File: config.mk
export PLATFORM = sky130hd
export DESIGN_NAME = i2c_slave_read_byte
export DESIGN_NICKNAME = d
export VERILOG_FILES = /design/src/rtl/i2c_slave_read_byte.sv
export SDC_FILE = /design/constraint.sdc
export NUM_CORES = 1
export LEC_CHECK = 0
export CORE_MARGIN = 1.5
export CORE_UTILIZATION = 55
export DETAILED_ROUTE_END_ITERATION = 16
export PLACE_DENSITY = 0.82
export SLEW_MARGIN = 30
export SYNTH_ARGS = -nofsm -noshare
export SYNTH_HDL_FRONTEND = slang
export SYNTH_SLANG_ARGS = --single-unit
File: constraint.sdc
create_clock -name clk -period 2.45 [get_ports clk]
set_input_delay 0.245 -clock clk [delete_from_list [all_inputs] [get_ports clk]]
set_output_delay 0.245 -clock clk [all_outputs]
set_load 0.01 [all_outputs]
File: src/rtl/i2c_slave_read_byte.sv
// I2C slave byte receiver: drives the bit-read stage for BYTE_WIDTH bits, assembles them MSB-first and pulses finish.
// Optional build macro I2C_READ_BYTE_ERR_ABORT_EN aborts the byte on the first bit error instead of flagging it at finish.
module i2c_slave_read_byte #(
  parameter int BYTE_WIDTH = 8
) (
  input  logic                  clk,
  input  logic                  rst_n,
  input  logic                  byte_read_en,
  output logic [BYTE_WIDTH-1:0] byte_read_o,
  output logic                  byte_read_err,
  output logic                  byte_read_finish,
  output logic                  bit_read_en,
  input  logic                  bit_read_i,
  input  logic                  bit_read_err_i,
  input  logic                  bit_read_finish_i,
  output logic [1:0]            fsm_state_o
);

  localparam int CW = $clog2(BYTE_WIDTH + 1);

  // Handshake: bit_read_en acts as "ready" toward the bit stage; bit_read_finish_i is a
  // one-cycle "valid" qualifying bit_read_i/bit_read_err_i and is consumed only in READ.
`ifdef I2C_READ_BYTE_ERR_ABORT_EN
  typedef enum logic [1:0] {ST_IDLE = 2'd0, ST_READ = 2'd1, ST_DONE = 2'd2, ST_ERR = 2'd3} state_t;
`else
  typedef enum logic [1:0] {ST_IDLE = 2'd0, ST_READ = 2'd1, ST_DONE = 2'd2} state_t;
`endif

  state_t                state_q, state_d;
  logic [CW-1:0]         cnt_q, cnt_d;
  logic [BYTE_WIDTH-1:0] shift_q, shift_d;
  logic [BYTE_WIDTH-1:0] byte_q, byte_d;
  logic                  fin_q, fin_d;
  logic                  err_out_q, err_out_d;
  logic                  bit_en_q, bit_en_d;
  logic                  last_bit;
`ifndef I2C_READ_BYTE_ERR_ABORT_EN
  logic                  sticky_q, sticky_d;
`endif

  assign last_bit = bit_read_finish_i && (cnt_q == CW'(BYTE_WIDTH - 1));

  always_ff @(posedge clk or negedge rst_n) begin
    if (!rst_n) begin
      state_q   <= ST_IDLE;
      cnt_q     <= '0;
      shift_q   <= '0;
      byte_q    <= '0;
      fin_q     <= 1'b0;
      err_out_q <= 1'b0;
      bit_en_q  <= 1'b0;
`ifndef I2C_READ_BYTE_ERR_ABORT_EN
      sticky_q  <= 1'b0;
`endif
    end else begin
      state_q   <= state_d;
      cnt_q     <= cnt_d;
      shift_q   <= shift_d;
      byte_q    <= byte_d;
      fin_q     <= fin_d;
      err_out_q <= err_out_d;
      bit_en_q  <= bit_en_d;
`ifndef I2C_READ_BYTE_ERR_ABORT_EN
      sticky_q  <= sticky_d;
`endif
    end
  end

  always_comb begin
    state_d = state_q;
    cnt_d   = cnt_q;
    shift_d = shift_q;
`ifndef I2C_READ_BYTE_ERR_ABORT_EN
    sticky_d = sticky_q;
`endif
    case (state_q)
      ST_IDLE: begin
        cnt_d = '0;
`ifndef I2C_READ_BYTE_ERR_ABORT_EN
        sticky_d = 1'b0;
`endif
        if (byte_read_en) state_d = ST_READ;
      end
      ST_READ: begin
        if (!byte_read_en) begin
          // Abort drops the partial byte silently.
          state_d = ST_IDLE;
          cnt_d   = '0;
        end else begin
          if (bit_read_finish_i) begin
            shift_d = {shift_q[BYTE_WIDTH-2:0], bit_read_i};
            cnt_d   = cnt_q + CW'(1);
          end
`ifdef I2C_READ_BYTE_ERR_ABORT_EN
          if (bit_read_err_i) begin
            state_d = ST_ERR;
            cnt_d   = '0;
          end else if (last_bit) begin
            state_d = ST_DONE;
            cnt_d   = '0;
          end
`else
          if (bit_read_err_i) sticky_d = 1'b1;
          if (last_bit) begin
            state_d = ST_DONE;
            cnt_d   = '0;
          end
`endif
        end
      end
      ST_DONE: state_d = ST_IDLE;
`ifdef I2C_READ_BYTE_ERR_ABORT_EN
      ST_ERR: if (!byte_read_en) state_d = ST_IDLE;
`endif
      default: state_d = ST_IDLE;
    endcase
  end

  // Outputs are registered from the next state so each one lines up with its state cycle.
  always_comb begin
    bit_en_d = (state_d == ST_READ);
    fin_d    = (state_d == ST_DONE);
    byte_d   = (state_d == ST_DONE) ? shift_d : byte_q;
`ifdef I2C_READ_BYTE_ERR_ABORT_EN
    err_out_d = (state_q == ST_READ) && (state_d == ST_ERR);
`else
    err_out_d = (state_d == ST_DONE) && sticky_d;
`endif
  end

  assign byte_read_o      = byte_q;
  assign byte_read_err    = err_out_q;
  assign byte_read_finish = fin_q;
  assign bit_read_en      = bit_en_q;
  assign fsm_state_o      = state_q;

endmodule

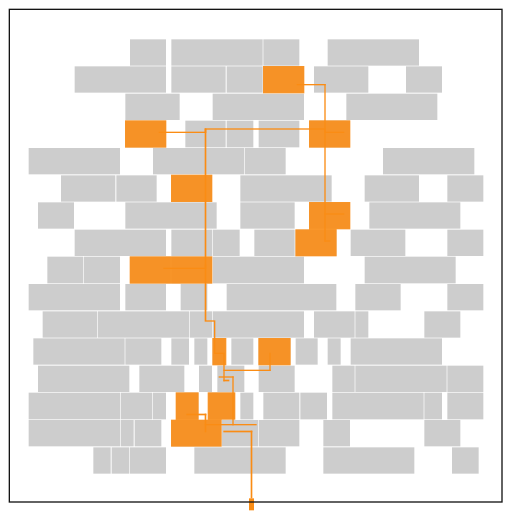
*Wires at chosen ports, followed through buffers, run 1*
(10 px per µm)
`bit_read_finish_i` -> orange  # direction input, end cells 13, buffers 2, wire 102 µm

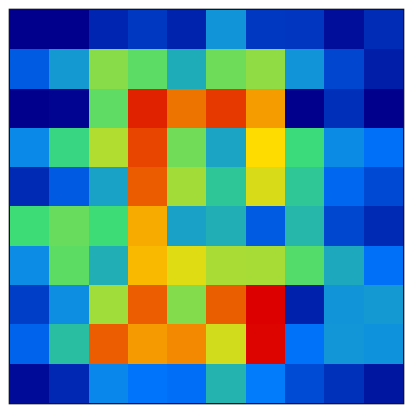
*Wiring heat map, run 1*
(8 px per µm) The die is cut into 10 by 10 equal tiles; dark blue is low, red is high, scaled to the fullest tile. Values are wire area over tile area, all layers added.
fullest tile = 0.30
tiles over half the peak = 36%
emptiest ninth of the die = upper right
nearly empty tiles = 6.0%
WL final: 1900 µm
wire length per cell: 14.7 µm

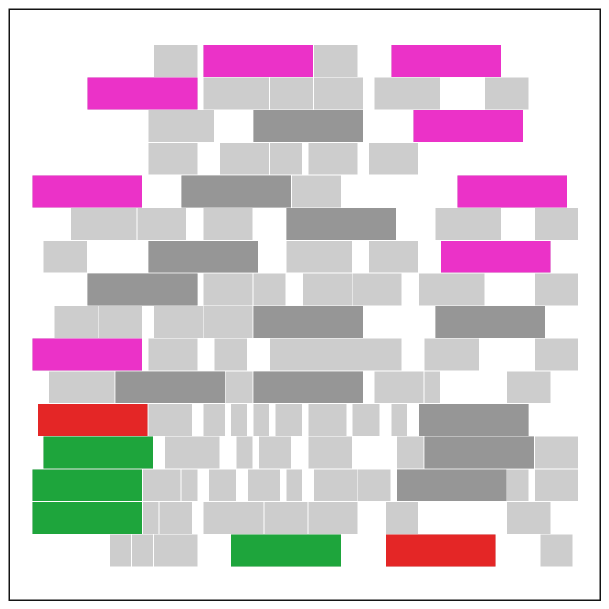
*Sequential cells grouped by signal name, run 1*
(12 px per µm)
`fsm_state_o` -> red  # sequential cells 2
`cnt_q` -> green  # sequential cells 4, where lower left
`byte_read_o` -> magenta  # sequential cells 8
Util after Layout: 71.7%
sequential logic power: 536 µW
FF+latch area: 651 µm²
flop share of the area: 45.8%

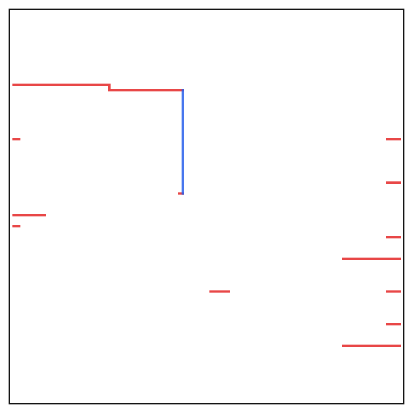
*Wiring by layer, run 1*
(8 px per µm) Only two layers are drawn.
metal 3 -> red  # wire length 51.7 µm
metal 4 -> blue  # wire length 12.9 µm

## run 1: placed cells by master, fill, tap and decap left out, types with 2 or more instances in the layout
cell / netlist / final
dfrtp_1: 26 / 26
clkdlybuf4s50_1: 0 / 18
mux2_2: 16 / 16
mux2_4: 8 / 8
nand2_1: 4 / 4
clkbuf_4: 0 / 3
nor2_1: 2 / 2
a21boi_0: 2 / 2
inv_1: 2 / 2
nor3_1: 2 / 2
buf_4: 0 / 2
## run 1: registers in the layout (all words and copies together) (netlist names)
signal,flops
bit_read_en,1
byte_read_err,1
byte_read_finish,1
byte_read_o,8
cnt_q,4
fsm_state_o,2
shift_q,8
sticky_q,1
## run 1: synthesized netlist by cell type
cell type / n / area share [%]
buf_12: 1 / 1.7
nor3b_2: 1 / 1.1
ha_1: 1 / 1.1
inv_1: 2 / 0.64
and3_1: 1 / 0.54
and3_4: 1 / 0.96
a31oi_1: 1 / 0.54
and4b_4: 1 / 1.2
mux2_2: 16 / 15
dfrtp_1: 26 / 56
o21ai_0: 1 / 0.43
mux2i_1: 1 / 0.86
nand2_1: 4 / 1.3
a21boi_0: 2 / 1.3
o21bai_1: 1 / 0.64
nor2_1: 2 / 0.64
buf_2: 2 / 0.86
nor2b_1: 1 / 0.54
a21o_1: 1 / 0.64
nor3_1: 2 / 0.86
a22o_1: 1 / 0.75
mux2_4: 8 / 10
a21oi_1: 1 / 0.43
nand4_1: 1 / 0.54
nand4b_1: 1 / 0.75
o22ai_1: 1 / 0.54
## run 1: layer usage
layer	wire length, µm	track usage [%]
met1	937	23.7
met2	896	29.1
met3	51	3.68
met4	12	7.14
met5	0	0
## run 1: area by class of cell
cell class              count  area (µm²)  area share [%]
flip-flops and latches     26         651            45.8
multi-input cells          50         482            33.9
repair buffers             20         195            13.7
well taps                  27        33.8            2.38
clock inverters             1        30.0            2.11
clock buffers               3        22.5            1.58
inverters                   2        7.51           0.528
## run 1: cells by family after synthesis
group | count (synthesis) | share of synthesized area, %
buffers and inverters | 5 | 3.21
muxes | 25 | 26.5
DFF | 26 | 55.6
AOI/OAI and AO/OA | 9 | 5.24
and+or+nand+nor | 15 | 8.34
adders and majority gates | 1 | 1.07
## run 1: report_power, final
part / switching [µW] / leakage, µW / internal (µW) / total [µW]
Clock: 124 / 0.0000279 / 165 / 289
Combinational: 52.7 / 0.000283 / 98.6 / 151
Sequential: 50.3 / 0.000345 / 486 / 536
## run 1: critical path, stage by stage, from the launching register on
cell,delay (ns)
dfrtp_1,0.42
ha_1,0.24
and4b_4,0.29
and3_4,0.32
mux2_4,0.32
## run 1: path summary, 6_finish.rpt
path	to	slack, ns	startpoint	cells after the start
min in group clk	byte_read_o[0]	0.53	byte_read_o[0]	1
min reg2reg	byte_read_o[0]	0.53	byte_read_o[0]	1
max in group asynchronous	shift_q[1]	1.93	rst_n	2
max	byte_read_o[4]	0.75	cnt_q[0]	4
min	fsm_state_o[0]	0.27	rst_n	2
max reg2reg	byte_read_o[4]	0.75	cnt_q[0]	4
==> flow_summary.json, run 1 <==
{
  "tns_ns": 0,
  "p_per_area_mw_per_mm2": 687,
  "grtUsageTotal_pct": 18.0,
  "antenna_found_initial": 0,
  "gp_congestion": 0.831,
  "rsz0062_at_grt": "false",
  "syn_to_final_growth_pct": 21.5,
  "row_count": 16,
  "cts_tree": "yes",
  "maxClockFrequency_mhz": 590,
  "tightest_slew_ns": 0.546,
  "critPathMaxFanout": 10,
  "nFillCells": 135,
  "synth_chip_area_mm2": 0.00117,
  "diodes": 0,
  "syn_area_mm2": 0.00117,
  "drv_slew": 0,
  "via_per_inst": 5.36,
  "syn_nets": 88,
  "ctsResizeCount": 0,
  "holdWs_ns": 0.273,
  "insertion_delay_ns": 0.31,
  "worstPathArrival_ns": 1.91,
  "firstDrtPassIters": 5,
  "crit_path_start_kind": "register",
  "clockBufferDepth": 2,
  "grt_pass1_wl_um": 3200,
  "tool_warnings": 26,
  "p_leak_uw": 0.000657,
  "stdcell_area_mm2": 0.00142,
  "die_y_um": 49.1,
  "synth_cell_type_count": 26,
  "postPlaceCellArea_mm2": 0.00137,
  "status": "finished, final reports clean",
  "htreeDepth": 1
}
### Cell placement, run 1

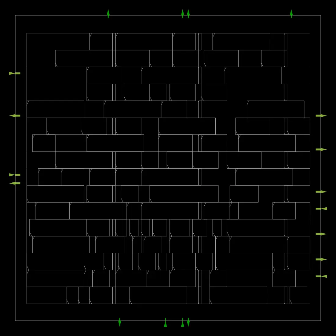

==> run 2, diff against run 1 <==
--- a/config.mk
+++ b/config.mk
@@ -6,9 +6,9 @@
 export NUM_CORES = 1
 export LEC_CHECK = 0
 export CORE_MARGIN = 1.5
-export CORE_UTILIZATION = 55
+export CORE_UTILIZATION = 51
 export DETAILED_ROUTE_END_ITERATION = 16
-export PLACE_DENSITY = 0.82
+export PLACE_DENSITY = 0.77
 export SLEW_MARGIN = 30
 export SYNTH_ARGS = -nofsm -noshare
 export SYNTH_HDL_FRONTEND = slang
==> constraint.sdc (replaced) <==
create_clock -name clk -period 1.68 [get_ports clk]
set_input_delay 0.168 -clock clk [delete_from_list [all_inputs] [get_ports clk]]
set_output_delay 0.168 -clock clk [all_outputs]
set_load 0.01 [all_outputs]
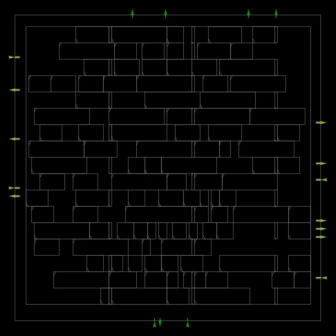
*Cell placement, run 2*
Tapcells: 28
flip-flops: 26
total core area: 0.00219 mm²

==> run 2 against run 1 <==
  * Critical path depth stayed put
  * First-iteration DRC count shrank 27%
  * Wire length increased by 6.2%
  * Highest routed layer unchanged
==> flow_summary.json, run 2 <==
{
  "syn_nets": 88,
  "drv_slew": 0,
  "status": "finished, final reports clean",
  "use_met3_pct": 2.63,
  "crit_path_start_kind": "register",
  "gp_congestion": 0.699,
  "syn_to_final_growth_pct": 25.5,
  "use_met1_pct": 24.7,
  "diodes": 0,
  "worstPathArrival_ns": 1.80,
  "ff2ff_setup_slack_ns": 0.11,
  "synth-edff-count": 0,
  "reg2reg_to": "byte_read_o[2]",
  "tightest_slew_ns": 0.321,
  "avgRoutedWirePerCell_um": 14.8,
  "tns_ns": 0,
  "synth_cell_type_count": 26,
  "critPathMaxFanout": 10,
  "rsz0062_at_grt": "false",
  "syn_area_mm2": 0.00117,
  "top_cell_area_share_pct": 55.6,
  "common_cells": "dfrtp_1 (26), mux2_2 (16), mux2_4 (8), nand2_1 (4)",
  "p_leak_uw": 0.000686,
  "firstDrtPassIters": 4,
  "cts_tree": "yes",
  "grt_pass1_wl_um": 3400,
  "grt-busiest-layer": "met2",
  "htreeDepth": 1
}
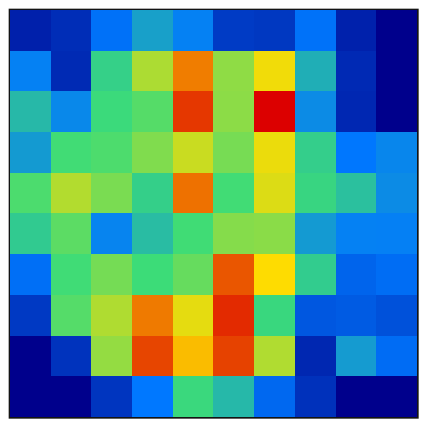
*Wiring heat map, run 2*
(8 px per µm) The die is cut into 10 by 10 equal tiles; dark blue is low, red is high, scaled to the fullest tile. Values are wire area over tile area, all layers added.
fullest tile = 0.29
mean over tiles = 0.12
nearly empty tiles = 8.0%
tiles over half the peak = 40%

## run 2: cell counts after synthesis
Identical to the previous run, type by type.
## run 2: how the worst max path moves through the flow
stage,startpoint,end,slack (ns),cells past startpoint
final,cnt_q[0],byte_read_o[2],0.11,4
after floorplan,cnt_q[0],byte_read_o[0],0.12,5
after global placement,bit_read_finish_i,byte_read_o[2],0.05,4
after global routing,fsm_state_o[0],fsm_state_o[0],0.01,1
after CTS,fsm_state_o[0],fsm_state_o[0],0.08,1
after detailed placement,bit_read_finish_i,byte_read_o[1],0.03,4
## run 2: worst max-delay path, stage by stage, from the launching register on
cell     delay (ns)
dfrtp_1        0.41
ha_1           0.19
and4b_4        0.25
and3_4         0.30
mux2_4         0.32
## run 2: power breakdown
part	internal [µW]	switching (µW)
clock	241	187
combinational	149	74.6
sequential	709	70.2
## run 2: cells by family (layout without fill, tap and decap cells)
logic type	Yosys count	count (layout)	share of synthesized area [%]
buffers and inverters	5	32	3.21
AND-OR/OR-AND	9	9	5.24
flip-flops	26	26	55.6
multiplexers	25	25	26.5
adder cells (fa/ha/maj)	1	1	1.07
AND/OR/NAND/NOR	15	15	8.34
## run 2: per-layer routing
metal,vias to the layer above,part of all wire [%]
li1,347,-
met1,343,49
met2,16,46
met3,4,3.1
met4,0,1.7
met5,-,0
## run 2: cell type report
cell class                 instances  area, µm²  share of cell area [%]
timing repair buffer              26        240                    16.4
multi-input combinational         50        482                    32.8
clock buffer                       3       22.5                    1.53
sequential                        26        651                    44.3
tap                               28       35.0                    2.39
clock inverter                     1       30.0                    2.05
inverter                           2       7.51                   0.512
## run 2: per-stage QoR
step                area, µm²  hold slack (ns)
global placement         1420            0.479
detailed placement       1420            0.492
CTS                      1470            0.183
global route             1470            0.218
finish                   1470            0.186
floorplan                1170           -0.128
Power is estimated from default activity; no workload was simulated.
